==> src/rtl/load_store_unit.sv <==
// Load/store sequencer ahead of the synchronous RAM: accept, check, issue, capture, respond.
// Latency accept->resp_valid: load 3, store 2, fault 1; a held response stalls new requests.
module load_store_unit #(
  parameter logic [31:0] ADDR_LIMIT = 32'd262144
) (
  input  logic        clk,
  input  logic        rst,
  input  logic        req_valid,
  output logic        req_ready,
  input  logic        req_is_store,
  input  logic [2:0]  req_funct3,
  input  logic [31:0] req_base,
  input  logic [31:0] req_offset,
  input  logic [31:0] req_wdata,
  input  logic [4:0]  req_rd,
  output logic [31:0] mem_addr,
  output logic [7:0]  mem_op,
  output logic [31:0] mem_data_in,
  input  logic [31:0] mem_data_out,
  output logic        resp_valid,
  input  logic        resp_ready,
  output logic [4:0]  resp_rd,
  output logic [31:0] resp_data,
  output logic        resp_is_load,
  output logic [1:0]  resp_fault,
  output logic [31:0] fault_addr
);

  typedef enum logic [1:0] {IDLE, ISSUE, CAPTURE, RESP} state_t;

  state_t      state_q, state_d;
  logic [31:0] ea_q, ea_d;
  logic [7:0]  op_q, op_d;
  logic [31:0] wdata_q, wdata_d;
  logic [4:0]  rd_q, rd_d;
  logic [1:0]  fault_q, fault_d;
  logic        store_q, store_d;
  logic [31:0] rdata_q, rdata_d;

  logic [31:0] ea;
  logic [7:0]  req_op;
  logic [1:0]  req_fault;
  logic        mem_busy;

  assign ea = req_base + req_offset;

  always_comb begin
    req_op = 8'd0;
    if (req_is_store) begin
      case (req_funct3)
        3'b000:  req_op = 8'd6;
        3'b001:  req_op = 8'd7;
        3'b010:  req_op = 8'd8;
        default: req_op = 8'd0;
      endcase
    end else begin
      case (req_funct3)
        3'b000:  req_op = 8'd1;
        3'b001:  req_op = 8'd2;
        3'b010:  req_op = 8'd3;
        3'b100:  req_op = 8'd4;
        3'b101:  req_op = 8'd5;
        default: req_op = 8'd0;
      endcase
    end

    // funct3[1:0] encodes the access size for every legal code: 00 byte, 01 half, 10 word
    req_fault = 2'd0;
    if (req_op == 8'd0) begin
      req_fault = 2'd1;
    end else if ((req_funct3[1:0] == 2'b01 && ea[0]) ||
                 (req_funct3[1:0] == 2'b10 && ea[1:0] != 2'b00)) begin
      req_fault = 2'd2;
    end else if (ea >= ADDR_LIMIT) begin
      req_fault = 2'd3;
    end
  end

  always_ff @(posedge clk or posedge rst) begin
    if (rst) begin
      state_q <= IDLE;
      ea_q    <= 32'd0;
      op_q    <= 8'd0;
      wdata_q <= 32'd0;
      rd_q    <= 5'd0;
      fault_q <= 2'd0;
      store_q <= 1'b0;
      rdata_q <= 32'd0;
    end else begin
      state_q <= state_d;
      ea_q    <= ea_d;
      op_q    <= op_d;
      wdata_q <= wdata_d;
      rd_q    <= rd_d;
      fault_q <= fault_d;
      store_q <= store_d;
      rdata_q <= rdata_d;
    end
  end

  always_comb begin
    state_d = state_q;
    ea_d    = ea_q;
    op_d    = op_q;
    wdata_d = wdata_q;
    rd_d    = rd_q;
    fault_d = fault_q;
    store_d = store_q;
    rdata_d = rdata_q;
    case (state_q)
      IDLE: begin
        if (req_valid) begin
          ea_d    = ea;
          op_d    = req_op;
          wdata_d = req_is_store ? req_wdata : 32'd0;
          rd_d    = req_rd;
          fault_d = req_fault;
          store_d = req_is_store;
          rdata_d = 32'd0;
          state_d = (req_fault != 2'd0) ? RESP : ISSUE;
        end
      end
      ISSUE:   state_d = store_q ? RESP : CAPTURE;
      CAPTURE: begin
        rdata_d = mem_data_out;
        state_d = RESP;
      end
      RESP: begin
        if (resp_ready) state_d = IDLE;
      end
      default: state_d = IDLE;
    endcase
  end

  // Op and address stay up through CAPTURE so the RAM side can format the returning word
  assign mem_busy     = (state_q == ISSUE) || (state_q == CAPTURE);
  assign req_ready    = (state_q == IDLE);
  assign mem_op       = mem_busy ? op_q : 8'd0;
  assign mem_addr     = mem_busy ? ea_q : 32'd0;
  assign mem_data_in  = (state_q == ISSUE) ? wdata_q : 32'd0;

  assign resp_valid   = (state_q == RESP);
  assign resp_rd      = resp_valid ? rd_q : 5'd0;
  assign resp_data    = resp_valid ? rdata_q : 32'd0;
  assign resp_is_load = resp_valid && !store_q && (fault_q == 2'd0);
  assign resp_fault   = resp_valid ? fault_q : 2'd0;
  assign fault_addr   = (resp_valid && fault_q != 2'd0) ? ea_q : 32'd0;

endmodule

==> config.mk <==
export PLATFORM = sky130hd
export DESIGN_NAME = load_store_unit
export DESIGN_NICKNAME = d
export VERILOG_FILES = /design/src/rtl/load_store_unit.sv
export SDC_FILE = /design/constraint.sdc
export NUM_CORES = 1
export LEC_CHECK = 0
export ABC_CLOCK_PERIOD_IN_PS = 3950
export CAP_MARGIN = 20
export CORE_MARGIN = 5
export CORE_UTILIZATION = 45
export CTS_CLUSTER_DIAMETER = 200
export DETAILED_ROUTE_END_ITERATION = 10
export PLACE_DENSITY = 0.82
export REMOVE_ABC_BUFFERS = 1
export SETUP_SLACK_MARGIN = 0.2
export SLEW_MARGIN = 20
export SYNTH_ARGS = -nofsm -noshare
export SYNTH_HDL_FRONTEND = slang
export SYNTH_SLANG_ARGS = --single-unit
==> constraint.sdc <==
create_clock -name clk -period 3.95 [get_ports clk]
set_input_delay 0.79 -clock clk [delete_from_list [all_inputs] [get_ports clk]]
set_output_delay 0.79 -clock clk [all_outputs]
set_load 0.02 [all_outputs]
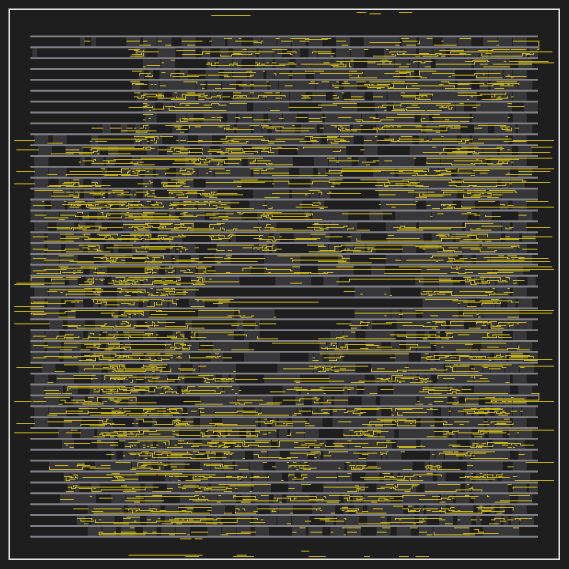
(images/met1.png)
Scale: 4 px per µm. Supply wires on this layer in gray. Cells faint in the background.
share of all routed wire	41%
longest straight run	34.7 µm
via total after detailed routing: 6953
M1 GR Usage: 0.293

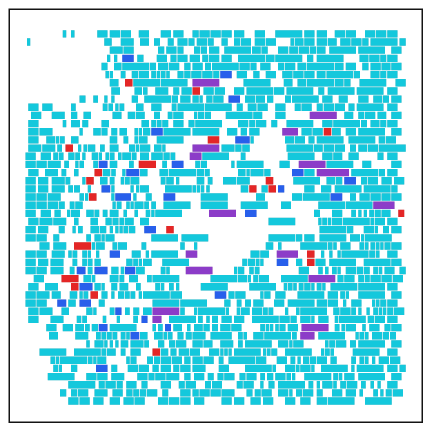
(images/drive_strength.png)
Scale: 3 px per µm.
color	size	cells	share	most used
purple	drive 6 and up	17	1.5%	clkbuf_16
blue	drive 2	32	2.9%	mux2_2
red	drive 3 to 4	21	1.9%	buf_4
cyan	drive 1 or less	1030	94%	clkdlybuf4s50_1

==> out/results.txt <==
Comb power frac -> 0.586
Metal-1 WL -> 9240 µm
Iteration-0 DRC Markers -> 414
Compound-gate portion of the synthesized area -> 0.205
Most common cell after layout, fill and taps aside -> sky130_fd_sc_hd__clkdlybuf4s50_1
Fraction of power spent switching nets -> 0.414
Switching Power -> 2.85 mW
Latency at later pin -> 0.35 ns
Quantity of hold-fixing buffers added after cts -> 0
Growth of design area from synthesis to finish -> 45.9%
Via density per instance -> 5.28
Highest-power group -> combinational cells
Hold-critical path depth -> 2
Clock Root Buffer -> sky130_fd_sc_hd__clkbuf_16
Total track usage -> 0.231
Largest incremental delay on the critical path -> 0.46 ns
Number of global-route vias before repair -> 6669
Number of distinct library cell variants in the gate-level netlist after synthesis -> 68
Crit Reg-Reg Startpoint -> state_q[0]
Post-Route Hold Slack -> 0.467 ns
Core occupancy in the finished layout -> 0.668
Number of sinks on the clock net -> 110
Routed wl met3 -> 1610 µm
Estimated wirelength of the detail-placed design -> 17200 µm
Ports placed on the boundary -> 287
Clock network power -> 0.954 mW
Slowest-stage cell, CP -> sky130_fd_sc_hd__clkdlybuf4s50_1
Xor and xnor fraction of the mapped netlist area -> 0.0313
Arithmetic-cell share of the synthesized area counting full adders, half adders and majority gates -> 0.0630
Tally of non-filler cells in the final layout -> 1316
Yosys stat chip area -> 7270 µm²
Total detailed-routing wirelength -> 22400 µm
Synth cell count leaders -> 128 x sky130_fd_sc_hd__nand2_1, 113 x sky130_fd_sc_hd__and2_1, 110 x sky130_fd_sc_hd__dfrtp_1, 74 x sky130_fd_sc_hd__o21ai_0, 43 x sky130_fd_sc_hd__clkbuf_1
Place WS -> 0.110 ns
Post-route setup slack -> 0.382 ns
Tightest Pin Transition -> 0.751 ns
Die H -> 137 µm
Setup slack, reg-to-reg -> 1.60 ns
Dpl cells -> 1300
Syn Area/Cell -> 8.66 µm²
Clk_skew -> 0.00766 ns
Clock share of power -> 0.139
Detailed-routed wire length on met2 -> 10800 µm
Dominant cell area share -> 0.378
Power consumption -> 6.87 mW
Avg WL per Cell -> 17.0 µm
Run status -> completed
Worst Path Required -> 4.17 ns
Family of cells with the greatest summed delay on the critical path -> AND-OR/OR-AND gates
Arr. time, crit path -> 3.78 ns
Post-synth ARST share -> 1.00
Clock buffer depth -> 2
Count of input and output buffers -> 282
Synthesis-stage register bit count -> 110
Maximum clock frequency -> 0.280 GHz
Crit-path max FO -> 3
GR met3 Demand/Resource -> 0.0408
Setup TNS Final -> 0 ns
Post-route clock period utilization -> 0.903
Cell type with the largest total area -> sky130_fd_sc_hd__dfrtp_1
Combinational gate power -> 4.03 mW
Cell-by-cell trace of the critical path -> clkdlybuf4s50_1 > ha_1 > inv_1 > fa_1 > nor2b_1 > o2111a_1 > o21ai_1 > nand4_1 > a21o_1 > o311ai_1 > a2111o_1 > nor4_1 > o22ai_1
Setup violations, final -> 0
Number of pins exceeding their max-slew limit in the final report -> 0
Area of the chip -> 18800 µm²
Leftover overflow at the end of global routing -> 0
Finished layout cell area -> 10600 µm²
Type of the setup path with the least slack -> in -> reg
Post-CTS Repair Setup Buffers -> 0
Post-synth top flop -> sky130_fd_sc_hd__dfrtp_1
Top cell type by instance count after synthesis -> sky130_fd_sc_hd__nand2_1
Cell Area, Synth -> 7270 µm²
TritonCTS clock tree -> built
Largest logic family -> simple AND/OR/NAND/NOR gates
Worst Path Buf+Inv -> 2
H-tree depth -> 3
Cts bufs inserted -> 9
DR top layer -> met4
Synthesized netlist cell count -> 840
Die W -> 137 µm
Sequential logic power -> 1.89 mW
Number of DRC violations after detailed routing -> 0
Highest-count cells in the layout ignoring fill and taps -> 282 x sky130_fd_sc_hd__clkdlybuf4s50_1, 127 x sky130_fd_sc_hd__nand2_1, 113 x sky130_fd_sc_hd__and2_1
Post-DP Area -> 10300 µm²
Fraction of final layout cells sized beyond drive strength 1 -> 0.0636
Part of the total power dissipated in sequential elements -> 0.275
Number of warnings in the stage logs -> 30
Int Pwr -> 4.03 mW
Min Tclk post-route -> 3.57 ns
Clock-pin slew of the registers on the worst-case setup and hold paths -> 0.07 ns
End point of the most critical hold path -> op_q[3]
Setup repair after global routing missed its margin -> false
Max-slew headroom -> 0.499
Number of synthesized flops with an enable pin -> 0
GRT Max-Usage Layer -> met2
Cell count of the worst reg-to-reg path -> 5
Floorplan core density -> 0.458
Worst ir drop on vdd -> 0.295 mV
Share of synthesized area occupied by flip-flops and latches -> 0.378
Count of synthesis-stage warnings from yosys -> 0
Cell types occupying the most area after synthesis -> sky130_fd_sc_hd__dfrtp_1 38%, sky130_fd_sc_hd__and2_1 9.7%, sky130_fd_sc_hd__nand2_1 6.6%, sky130_fd_sc_hd__ha_1 6.0%, sky130_fd_sc_hd__o21ai_0 5.1%
Worst hold path class -> reg -> reg
Maximum number of pins on one net before global-route repair -> 111
Share of synthesized area spent on multiplexers -> 0.0244
RePlAce Congestion -> 0.919
Power density cells -> 647 nW/µm²
Count of endpoints failing hold in the final timing report -> 0
Wire length of the first global-routing pass -> 34600 µm
Simple-gate share of the synthesized area -> 0.256
Cell leakage power -> 4.48 nW
Met2 usage in global routing -> 0.390
Kind of end point of the critical path -> flip-flop
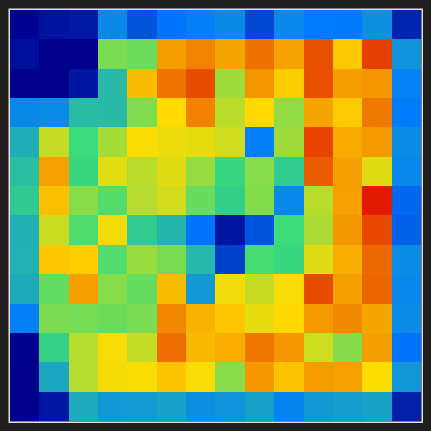
(images/density.png)
Scale: 3 px per µm. The die is cut into 14 by 14 equal tiles; dark blue is low, red is high, 0 to 100% covered.
nearly empty tiles	4.1%
tiles over 75% full	31%
mean over tiles	55%
emptiest ninth of the die	top left
fullest tile	97%

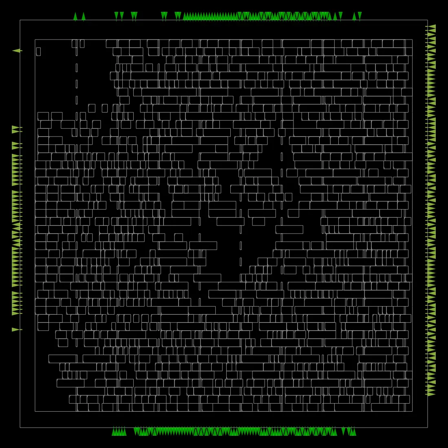
(images/final_placement.png)
Cell Rows: 46
flip-flops: 110
Core Footprint: 15900 µm²

[final cells by class]
class | instances | area [µm²]
timing repair buffer | 299 | 2980
inverter | 12 | 47.5
sequential | 110 | 2750
fill | 1318 | 5270
multi-input combinational | 663 | 4250
clock buffer | 10 | 239
tap | 216 | 270
clock inverter | 6 | 76.3
[sequential cells by signal, summed over array words and instances (netlist names)]
signal / cells
ea_q: 32
fault_q: 2
op_q: 4
rd_q: 5
rdata_q: 32
state_q: 2
store_q: 1
wdata_q: 32
[worst max path at each step]
stage,start,end,slack (ns),cells after the start
after floorplan,rst,ea_q[0],0.26,1
after global placement,req_base[0],state_q[1],0.18,13
after detailed placement,req_base[0],state_q[1],0.11,13
after CTS,req_base[0],state_q[1],0.45,13
after global routing,req_base[14],fault_q[0],0.24,11
final,req_base[0],state_q[1],0.38,13
No activity file was given, so power comes from the tool's default toggle rates.
